$ cat config.mk
export PLATFORM = sky130hd
export DESIGN_NAME = fifo_rr_arbiter
export DESIGN_NICKNAME = d
export VERILOG_FILES = /design/src/rtl/fifo_rr_arbiter.sv
export SDC_FILE = /design/constraint.sdc
export NUM_CORES = 1
export LEC_CHECK = 0
export CORE_MARGIN = 3
export CORE_UTILIZATION = 28
export CTS_CLUSTER_DIAMETER = 100
export DETAILED_ROUTE_END_ITERATION = 8
export GPL_ROUTABILITY_DRIVEN = 0
export SETUP_SLACK_MARGIN = 0.02
export SKIP_CTS_REPAIR_TIMING = 1
export SLEW_MARGIN = 20
export SYNTH_ARGS = -nofsm -noshare
export SYNTH_HDL_FRONTEND = slang
export SYNTH_SLANG_ARGS = --single-unit
$ cat constraint.sdc
create_clock -name i_clk -period 2 [get_ports i_clk]
set_clock_uncertainty 0.15 [all_clocks]
set_input_delay 0.4 -clock i_clk [delete_from_list [all_inputs] [get_ports i_clk]]
set_output_delay 0.4 -clock i_clk [all_outputs]
set_load 0.005 [all_outputs]
$ cat src/rtl/fifo_rr_arbiter.sv
// Round-robin read scheduler that drains a bank of synchronous FIFOs into one
// valid/ready sink, one word at a time, tagging each word with its source index.
module fifo_rr_arbiter #(
    parameter int NUM_REQ    = 4,
    parameter int DATA_WIDTH = 32,
    parameter int BURST_LEN  = 1,
    parameter int SRC_W      = (NUM_REQ > 1) ? $clog2(NUM_REQ) : 1
) (
    input  logic                          i_clk,
    input  logic                          i_rst_n,
    input  logic [NUM_REQ-1:0]            i_fifo_empty,
    output logic [NUM_REQ-1:0]            o_fifo_read,
    input  logic [NUM_REQ*DATA_WIDTH-1:0] i_fifo_data,
    output logic                          o_valid,
    input  logic                          i_ready,
    output logic [DATA_WIDTH-1:0]         o_data,
    output logic [SRC_W-1:0]              o_src,
    output logic                          o_busy
);

    localparam int CNT_W = (BURST_LEN > 1) ? $clog2(BURST_LEN) : 1;
    localparam logic [SRC_W-1:0] GRANT_RST = SRC_W'(NUM_REQ - 1);
    localparam logic [CNT_W-1:0] BURST_RST = CNT_W'(BURST_LEN - 1);

    typedef enum logic [1:0] {
        S_IDLE  = 2'd0,
        S_FETCH = 2'd1,
        S_LOAD  = 2'd2,
        S_HOLD  = 2'd3
    } state_t;

    state_t                  state_q;
    logic [SRC_W-1:0]        grant_q;
    logic [SRC_W-1:0]        grant_d;
    logic [CNT_W-1:0]        burst_q;
    logic [CNT_W-1:0]        burst_d;
    logic [NUM_REQ-1:0]      read_q;
    logic                    valid_q;
    logic [DATA_WIDTH-1:0]   data_q;
    logic [SRC_W-1:0]        src_q;
    logic                    busy_q;
    logic [NUM_REQ-1:0]      req_s;
    logic                    any_req_s;
    logic [DATA_WIDTH-1:0]   slot_data_s;

    // First requester after 'last', scanning cyclically so 'last' itself is tried last.
    function automatic logic [SRC_W-1:0] rr_pick(input logic [NUM_REQ-1:0] req,
                                                  input logic [SRC_W-1:0]   last);
        logic [SRC_W-1:0] pick;
        logic             found;
        int               idx;
        pick  = last;
        found = 1'b0;
        for (int i = 1; i <= NUM_REQ; i++) begin
            idx = int'(last) + i;
            if (idx >= NUM_REQ) begin
                idx = idx - NUM_REQ;
            end else begin
                idx = idx;
            end
            if (!found && req[SRC_W'(idx)]) begin
                pick  = SRC_W'(idx);
                found = 1'b1;
            end else begin
                found = found;
            end
        end
        return pick;
    endfunction

    function automatic logic [NUM_REQ-1:0] onehot(input logic [SRC_W-1:0] idx);
        logic [NUM_REQ-1:0] vec;
        vec      = {NUM_REQ{1'b0}};
        vec[idx] = 1'b1;
        return vec;
    endfunction

    // Next grant and burst count; only consumed at IDLE and at a HOLD transfer edge.
    always_comb begin
        req_s       = ~i_fifo_empty;
        any_req_s   = |req_s;
        slot_data_s = i_fifo_data[int'(grant_q)*DATA_WIDTH +: DATA_WIDTH];
        if (req_s[grant_q] && (int'(burst_q) < BURST_LEN - 1)) begin
            grant_d = grant_q;
            burst_d = burst_q + CNT_W'(1'b1);
        end else begin
            grant_d = rr_pick(req_s, grant_q);
            burst_d = {CNT_W{1'b0}};
        end
    end

    // Scheduler FSM; the read strobe is registered on entry to FETCH so it lasts exactly that cycle.
    always_ff @(posedge i_clk or negedge i_rst_n) begin
        if (!i_rst_n) begin
            state_q <= S_IDLE;
            grant_q <= GRANT_RST;
            burst_q <= BURST_RST;
            read_q  <= {NUM_REQ{1'b0}};
            valid_q <= 1'b0;
            data_q  <= {DATA_WIDTH{1'b0}};
            src_q   <= {SRC_W{1'b0}};
            busy_q  <= 1'b0;
        end else begin
            read_q <= {NUM_REQ{1'b0}};
            case (state_q)
                S_IDLE: begin
                    if (any_req_s) begin
                        grant_q <= grant_d;
                        burst_q <= burst_d;
                        read_q  <= onehot(grant_d);
                        state_q <= S_FETCH;
                        busy_q  <= 1'b1;
                    end
                end
                S_FETCH: begin
                    state_q <= S_LOAD;
                end
                S_LOAD: begin
                    data_q  <= slot_data_s;
                    src_q   <= grant_q;
                    valid_q <= 1'b1;
                    state_q <= S_HOLD;
                end
                S_HOLD: begin
                    if (i_ready) begin
                        valid_q <= 1'b0;
                        if (any_req_s) begin
                            grant_q <= grant_d;
                            burst_q <= burst_d;
                            read_q  <= onehot(grant_d);
                            state_q <= S_FETCH;
                        end else begin
                            state_q <= S_IDLE;
                            busy_q  <= 1'b0;
                        end
                    end
                end
                default: begin
                    state_q <= S_IDLE;
                    valid_q <= 1'b0;
                    busy_q  <= 1'b0;
                end
            endcase
        end
    end

    assign o_fifo_read = read_q;
    assign o_valid     = valid_q;
    assign o_data      = data_q;
    assign o_src       = src_q;
    assign o_busy      = busy_q;

endmodule
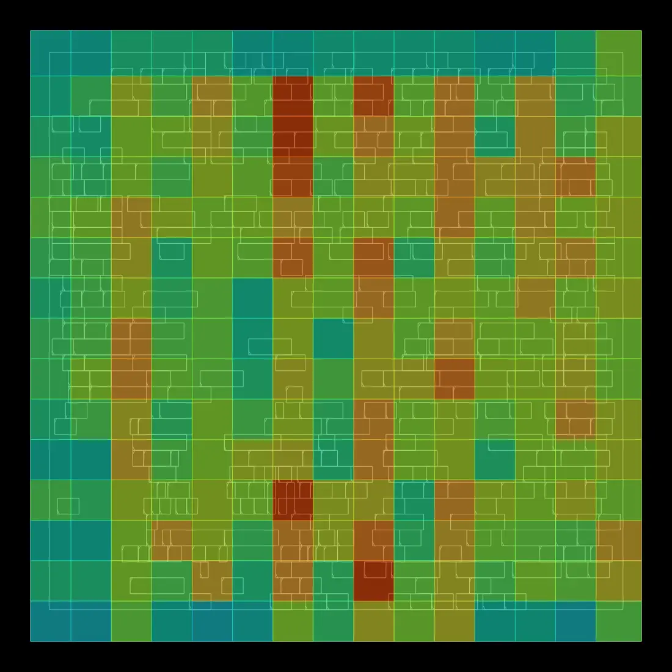
*Track usage over the die*
routing usage on met3: 0.0379
WL/cell: 16.3 um
core utilization of the finished layout: 0.509

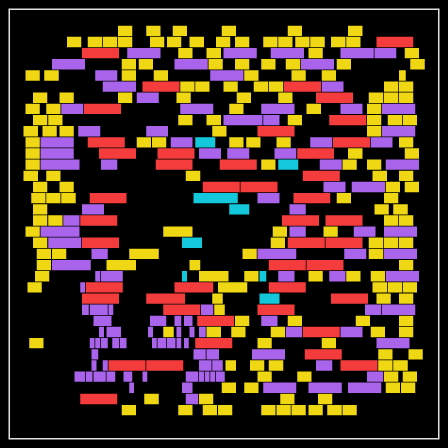
*Placement by cell class*
yellow -> other buffers and delay cells  # cells 185, share of their area 41%
red -> flops  # cells 44, share of their area 24%
purple -> all other logic  # cells 114, share of their area 33%
cyan -> clock drivers and dummy loads  # cells 8, share of their area 2.3%
core footprint: 0.00933 sq mm
Finished Cell Area: 0.00475 sq mm
proportion of cell area occupied by registers: 0.232
placement row count: 35

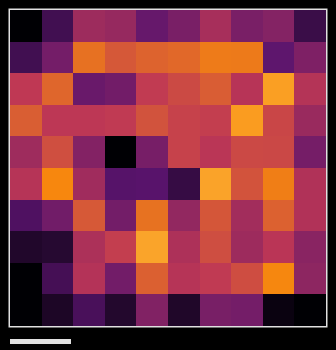
*Local utilization*
Bar = 20 um. 10 x 10 tiles, from black (low) to pale yellow (high), 0 to 100% covered.
densest ninth of the die = middle right
emptiest ninth of the die = lower left
nearly empty tiles = 5.0%
tiles over 75% full = 4.0%
fullest tile = 80%
mean over tiles = 42%

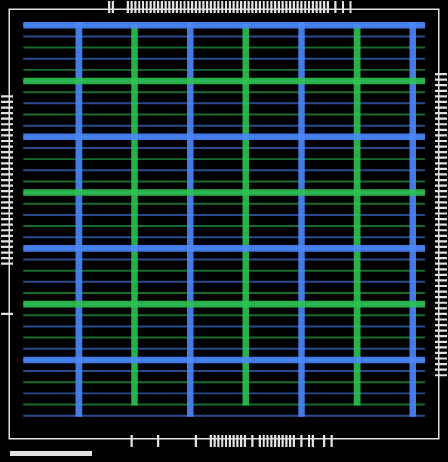
*PDN straps and rails*
Bar = 20 um. Pins as bars on the die edge.
blue -> VSS
green -> VDD
rows = 35
met1 rails = 36
met5 straps = 7
met4 straps = 7
signal pins = 175

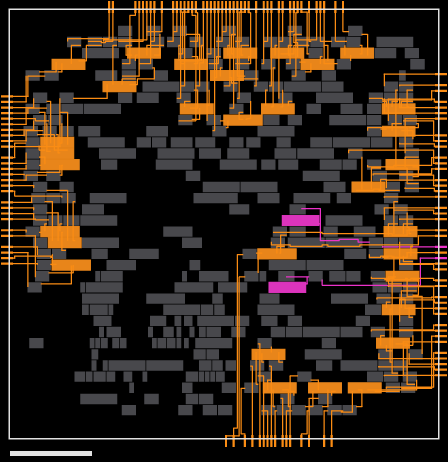
*Port wiring*
Bar = 20 um.
orange -> i_fifo_data  # direction input, edge 45 top, 40 right, 27 left, 16 bottom, end cells 32, buffers 128, wire 2,570 um
magenta -> o_src  # direction output, edge right, end cells 2, buffers 2, wire 82.6 um

power by group:
part	switching, uW	internal (uW)	total (uW)
sequential	254	1360	1610
combinational	1280	2500	3780
clock	303	371	674
total	1830	4230	6060
registers in the layout, summed over array words and instances (netlist names):
register and cells:
o_valid 1, grant_q 2, o_data 32, o_fifo_read 4, o_busy 1, o_src 2, state_q 2
routing by layer:
layer  part of all wire  vias to the layer above  GRT usage
met5                  0                        -          0
met4             0.0086                        0     0.0342
met3              0.076                        6     0.0379
met2               0.54                      100      0.250
met1               0.38                     1117      0.167
li1                   -                     1024          -
logic make-up (layout without fill, tap and decap cells):
logic type / Yosys count / in the layout / synth area share
simple gates: 27 / 27 / 0.0527
mux: 68 / 68 / 0.451
compound gates: 12 / 12 / 0.0277
buf+inv: 16 / 197 / 0.0471
fa+ha+maj: 3 / 3 / 0.0139
flops: 44 / 44 / 0.407
worst reg2reg max path: stages (launching register included):
cell and delay [ps]:
sky130_fd_sc_hd__dfstp_2 600, sky130_fd_sc_hd__buf_12 190, sky130_fd_sc_hd__mux4_1 560, sky130_fd_sc_hd__mux2_2 270
cell type report:
cell class              instances  area, sq um
clock buffers                   6         72.6
clock inverters                 2         35.0
fillers                       861         4580
inverters                       4         15.0
multi-input cells             110         1480
flip-flops and latches         44         1100
well taps                     129          161
repair buffers                185         1880
through the flow:
stage	area (sq um)	utilization
floorplan	2710	-
global placement	4630	0.497
detailed placement	4630	0.497
CTS	4740	0.508
global route	4750	0.509
finish	4750	0.509
worst paths after layout:
check	to	slack (ps)	from
min in group asynchronous	o_data[16]	420	i_rst_n
max in group asynchronous	grant_q[0]	710	i_rst_n
setup reg to reg	o_data[2]	120	grant_q[0]
hold / removal	o_data[29]	360	o_data[29]
hold reg to reg	o_data[29]	360	o_data[29]
setup / recovery	o_data[2]	120	grant_q[0]
layout by cell type (no fill, tap or decap), drive strengths merged, types with 2 or more instances in the layout:
master and n:
clkdlybuf4s50 173, dfstp 2, inv 4, nand2b 2
ha 3, buf 11, mux4 32, nor2b 3
dfrtp 42, o21ai 3, nand2 7, nor2 8
and3b 2, mux2 35, a21oi 4, clkbuf 6
==> tab_implementation.tex <==
% Generated from flow reports
\begin{tabular}{lr}
\hline
Metric & Value \\
\hline
\multicolumn{2}{l}{\textbf{Outcome}} \\
\quad Status & finished, final reports clean \\
\multicolumn{2}{l}{\textbf{Worst setup path}} \\
\quad CP endpoint kind & register \\
\quad Critical Path Source Type & register \\
\quad CP cell instances & buf\_12, mux4\_1, mux2\_2 \\
\quad Total number of cells along the worst setup path & 3 \\
\quad Buffers plus inverters on the worst setup path & 1 \\
\quad Required time reported for the critical path endpoint & roughly 2000 ps \\
\quad Kind of cell adding the most delay to the critical path & multiplexers \\
\quad Worst stage delay on the critical path & 600 ps \\
\quad Worst setup path class & register to register \\
\quad Critical path data arrival time & between 1500 and 2000 ps \\
\quad Slowest stage cell on the critical path & sky130\_fd\_sc\_hd\_\_dfstp\_2 \\
\multicolumn{2}{l}{\textbf{Power and ir drop}} \\
\quad Leakage dissipation & $\sim$0.0019 uW \\
\quad Worst VDD drop & roughly 0.5 mV \\
\quad Total power divided by cell area & 1280 mW/mm\^{}2 \\
\quad Overall power & 6060 uW \\
\multicolumn{2}{l}{\textbf{Clock tree}} \\
\quad Clock buffers created by TritonCTS & 5 \\
\quad CTS H-Tree Depth & 2 \\
\quad Sinks on Clock Net & roughly 44 \\
\quad Clock latency of the later-clocked register in the worst-skew pair & 290 ps \\
\quad Longest Clk Path Bufs & 2 \\
\quad Clock tree from TritonCTS & yes \\
\quad Clock root cell & sky130\_fd\_sc\_hd\_\_clkbuf\_8 \\
\quad Worst-path clk slew & 80 ps \\
\multicolumn{2}{l}{\textbf{Detailed routing}} \\
\quad Number of design-rule violations left by the first detailed-router iteration & approximately 80 \\
\quad Total length of routed wires & just under 8000 um \\
\quad Drt first pass iters & 4 \\
\quad Routed via count divided by cell count & 4.68 \\
\quad Overall via count from detail\_route & 2,247 \\
\quad DRC Markers & 0 \\
\quad Routed Antenna Nets & 0 \\
\multicolumn{2}{l}{\textbf{Final layout}} \\
\quad ANT cells & 0 \\
\quad Area growth from synthesis to layout & 75.4\% \\
\quad Total Nets Final & about 500 \\
\quad Final Instance Count excl. Fillers & between 400 and 500 \\
\multicolumn{2}{l}{\textbf{Floorplanning}} \\
\quad Overall chip area & 0.0109 sq mm \\
\quad Starting density of the core & 0.290 \\
\quad Chip Height & between 100 and 150 um \\
\quad Die boundary width & about 100 um \\
\quad Boundary Pins & around 180 \\
\multicolumn{2}{l}{\textbf{Final timing}} \\
\quad Worst Slack Setup Final & approximately 120 ps \\
\quad Worst hold margin & $\sim$360 ps \\
\quad Period Utilization, post-route & 0.938 \\
\quad Final Hold Violation Tally & 0 \\
\quad Slew at the pin closest to its max-slew limit & approximately 430 ps \\
\quad Final critical-path required period & 1880 ps \\
\quad Setup TNS & 0 ps \\
\quad Final-report max-slew violation count & 0 \\
\quad Max transition margin & 0.713 \\
\quad Highest attainable clock frequency & roughly 0.53 GHz \\
\quad Unrepaired setup endpoints after global routing & false \\
\quad Total setup violations reported at the end of the flow & 0 \\
\multicolumn{2}{l}{\textbf{Synthesis}} \\
\quad Main area contributors & sky130\_fd\_sc\_hd\_\_dfrtp\_1 39\%, sky130\_fd\_sc\_hd\_\_mux4\_2 22\%, sky130\_fd\_sc\_hd\_\_mux2\_4 12\% \\
\quad Most repeated cell in the gate-level netlist after synthesis & sky130\_fd\_sc\_hd\_\_dfrtp\_1 \\
\quad Post-synth tally of flip-flops with integrated enable & 0 \\
\quad Most frequent cells after synthesis & 42 x sky130\_fd\_sc\_hd\_\_dfrtp\_1, 27 x sky130\_fd\_sc\_hd\_\_mux4\_2, 21 x sky130\_fd\_sc\_hd\_\_mux2\_4, 14 x sky130\_fd\_sc\_hd\_\_mux2\_2, 8 x sky130\_fd\_sc\_hd\_\_nor2\_1 \\
\quad Proportion of netlist area held by the largest area contributor & 0.388 \\
\quad Syn Inst Count & between 150 and 200 \\
\quad Chip area line of the yosys report & between 0.002 and 0.003 sq mm \\
\quad Proportion of synthesized flip-flops having asynchronous set or reset & 1.00 \\
\quad Dominant Register Cell & sky130\_fd\_sc\_hd\_\_dfrtp\_1 \\
\quad Number of cell instances after yosys synthesis & 170 \\
\quad Synthesized cell area & about 0.0027 sq mm \\
\quad Post-Syn Area per Cell & between 15 and 20 sq um \\
\quad Seq/Total Area, Yosys & 0.407 \\
\quad Post-synthesis cell type count & 32 \\
\quad Cell taking the most area after synthesis & sky130\_fd\_sc\_hd\_\_dfrtp\_1 \\
\quad Synthesized registers & around 44 \\
\quad Number of nets produced by synthesis & 308 \\
\multicolumn{2}{l}{\textbf{Placed design}} \\
\quad Placed Cells & between 400 and 500 \\
\quad Post-detailed-placement half-perimeter wirelength & about 6300 um \\
\quad DP Worst Slack & -109 ps \\
\quad Count of buffers from port buffering & about 170 \\
\multicolumn{2}{l}{\textbf{Flow run}} \\
\quad Number of maximum-capacitance constraint violations & 0 \\
\quad Tool Warnings & 28 \\
\multicolumn{2}{l}{\textbf{Min path}} \\
\quad Worst hold-check path type & register to register \\
\quad Depth of the worst hold-timing path & 1 \\
\multicolumn{2}{l}{\textbf{Global route}} \\
\quad Total GRT Usage & 0.140 \\
\quad Global-route wire length before repair & around 12,000 um \\
\quad Antenna violations before repair & 0 \\
\quad Pin count of the biggest net entering global routing & 29 \\
\quad Sum of overflow across all layers after global routing & 0 \\
\quad Number of global-route vias before repair & between 2,000 and 2,500 \\
\hline
\end{tabular}
Power figures rest on the tool's default switching activity, not on a simulated workload.
